Clock routing:
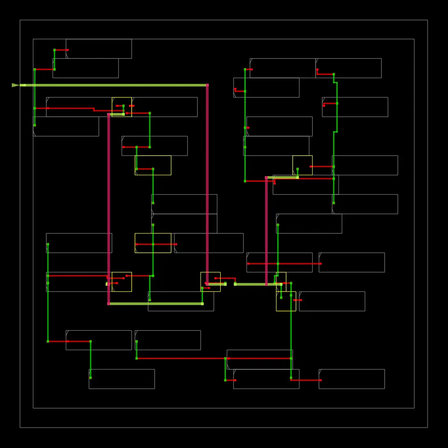
Clock wires, drivers and flops:
The bar under the picture is 20 um long.
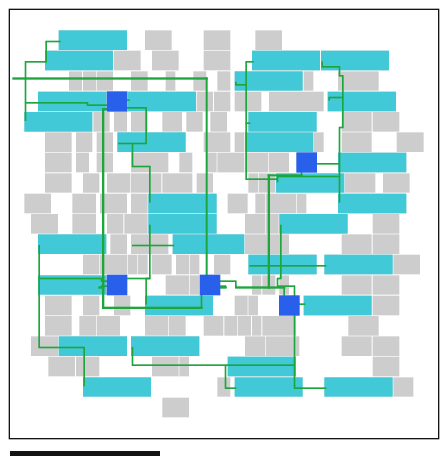
## config.mk

```make
export PLATFORM = sky130hd
export DESIGN_NAME = serial_subtractor
export DESIGN_NICKNAME = d
export VERILOG_FILES = /design/src/rtl/serial_subtractor.sv
export SDC_FILE = /design/constraint.sdc
export NUM_CORES = 1
export LEC_CHECK = 0
export CORE_MARGIN = 1.5
export CORE_UTILIZATION = 49
export CTS_CLUSTER_SIZE = 10
export DETAILED_ROUTE_END_ITERATION = 6
export GPL_ROUTABILITY_DRIVEN = 0
export PLACE_DENSITY = 0.78
export SLEW_MARGIN = 0
export SYNTH_ARGS = -nofsm -noshare
export SYNTH_HDL_FRONTEND = slang
export SYNTH_SLANG_ARGS = --single-unit
```

## constraint.sdc

```tcl
create_clock -name clk -period 1.9 [get_ports clk]
set_input_delay 0.285 -clock clk [delete_from_list [all_inputs] [get_ports clk]]
set_output_delay 0.285 -clock clk [all_outputs]
set_load 0.005 [all_outputs]
```

## src/rtl/serial_subtractor.sv

```systemverilog
// Bit-serial subtractor: computes a - b - bin one bit per clock, LSB first,
// and reports the WIDTH-bit difference and the final borrow with a done pulse.
module serial_subtractor #(
  parameter int WIDTH = 8
) (
  input  logic             clk,
  input  logic             rst_n,
  input  logic             start,
  input  logic [WIDTH-1:0] a,
  input  logic [WIDTH-1:0] b,
  input  logic             bin,
  output logic             busy,
  output logic             done,
  output logic [WIDTH-1:0] diff,
  output logic             bout
);

  localparam int CW = (WIDTH > 1) ? $clog2(WIDTH) : 1;

  typedef enum logic [1:0] {
    IDLE  = 2'd0,
    SHIFT = 2'd1,
    DONE  = 2'd2
  } state_t;

  state_t           state_q, state_d;
  logic [WIDTH-1:0] a_q, b_q, diff_q;
  logic [CW-1:0]    cnt_q;
  logic             br_q, bout_q;

  logic accept, last_bit, ai, bi, d_bit, br_next;

  assign accept   = (state_q == IDLE) && start;
  assign last_bit = (cnt_q == CW'(WIDTH - 1));
  assign ai       = a_q[0];
  assign bi       = b_q[0];
  assign d_bit    = ai ^ bi ^ br_q;
  assign br_next  = (~ai & bi) | (~(ai ^ bi) & br_q);

  always_ff @(posedge clk or negedge rst_n) begin
    if (!rst_n) state_q <= IDLE;
    else        state_q <= state_d;
  end

  always_comb begin
    state_d = state_q;
    unique case (state_q)
      IDLE:    if (start) state_d = SHIFT;
      SHIFT:   if (last_bit) state_d = DONE;
      DONE:    state_d = IDLE;
      default: state_d = IDLE;
    endcase
  end

  always_comb begin
    busy = 1'b0;
    done = 1'b0;
    unique case (state_q)
      SHIFT:   busy = 1'b1;
      DONE:    done = 1'b1;
      default: ;
    endcase
  end

  // Operands shift right so bit 0 is always the current bit; the result
  // enters from the MSB side and lands in place after WIDTH shifts.
  always_ff @(posedge clk or negedge rst_n) begin
    if (!rst_n) begin
      a_q    <= '0;
      b_q    <= '0;
      br_q   <= 1'b0;
      cnt_q  <= '0;
      diff_q <= '0;
      bout_q <= 1'b0;
    end else if (accept) begin
      a_q   <= a;
      b_q   <= b;
      br_q  <= bin;
      cnt_q <= '0;
    end else if (state_q == SHIFT) begin
      a_q    <= a_q >> 1;
      b_q    <= b_q >> 1;
      br_q   <= br_next;
      diff_q <= {d_bit, diff_q[WIDTH-1:1]};
      if (last_bit) bout_q <= br_next;
      else          cnt_q  <= cnt_q + 1'b1;
    end
  end

  assign diff = diff_q;
  assign bout = bout_q;

endmodule

```

==> metrics.cfg <==
[cells_and_area]
seq_area_frac=0.4301
buffer_area_frac=0.1891
n_all_buffers=35
logic_gate_count=74
stdcell_area_um2=1807
seq_area_um2=777.0
layout_top_cells=dfrtp_1, clkdlybuf4s50_1, o22ai_1
nFillCells=234
fin_nets=179

[placed_design]
post-place-cells=180

[detailed_routing]
wire_per_inst_um=15.13
ant_nets=0
initialDrtViolationCount=36
drt_pass1_iterations=4

[worst_hold_path]
worstHoldPathType=in2async

[critical_path]
crit_chain=buf_6 -> inv_1 -> nor2_1 -> clkdlybuf4s50_1
path_buffers=3
setup.worst_path.end=done
cp_slowest_cell=clkdlybuf4s50_1
cp_top_family=buffers and inverters

[sta]
rsz0062_at_grt=false
timing.final.crit_share=0.9446

[floorplan]
rows=19
chip_area_um2=3257
core_util_floorplan=0.5195
die_h_um=57.07

[global_route]
grt_usage=0.2019
use_met2=0.3218
grt_remaining_overflow=0
grtUsageMet1=0.2390

[power_and_ir_drop]
power_top_consumer=combinational logic
pwr-share-comb=0.433
p_leak_nw=0.7679
power_frac_seq=0.418

[synth]
netlist_instances=124
top_cells_by_area=dfrtp_1, o22ai_1, mux2_2
common_cells=dfrtp_1, o22ai_1, a21oi_1, inv_1
logic_family=AND-OR/OR-AND gates
yosys.stat.seqShare=0.5415
ys_ff=31
ff_type=dfrtp_1

[outcome]
status=finished, final reports clean

[cts]
clk_pin_slew_ns=0.09
cts_tree=yes
cts.sinks=31
root_buffer=clkbuf_4

About 'clock routing':
registers: 31
Clock Skews: 0.004301 ns
Clock buffer cells: 8
clk_lat worst skew: 0.33 ns
CTS buffer count: 5

About 'clock wires, drivers and flops':
- flip-flops: cyan (count 31)
- clock wires: green (length 374 um)
- cells driving clock nets: blue (count 5)
- routed clock nets: 6
- flops lie: spread over the die

No activity file was given, so power comes from the tool's default toggle rates.
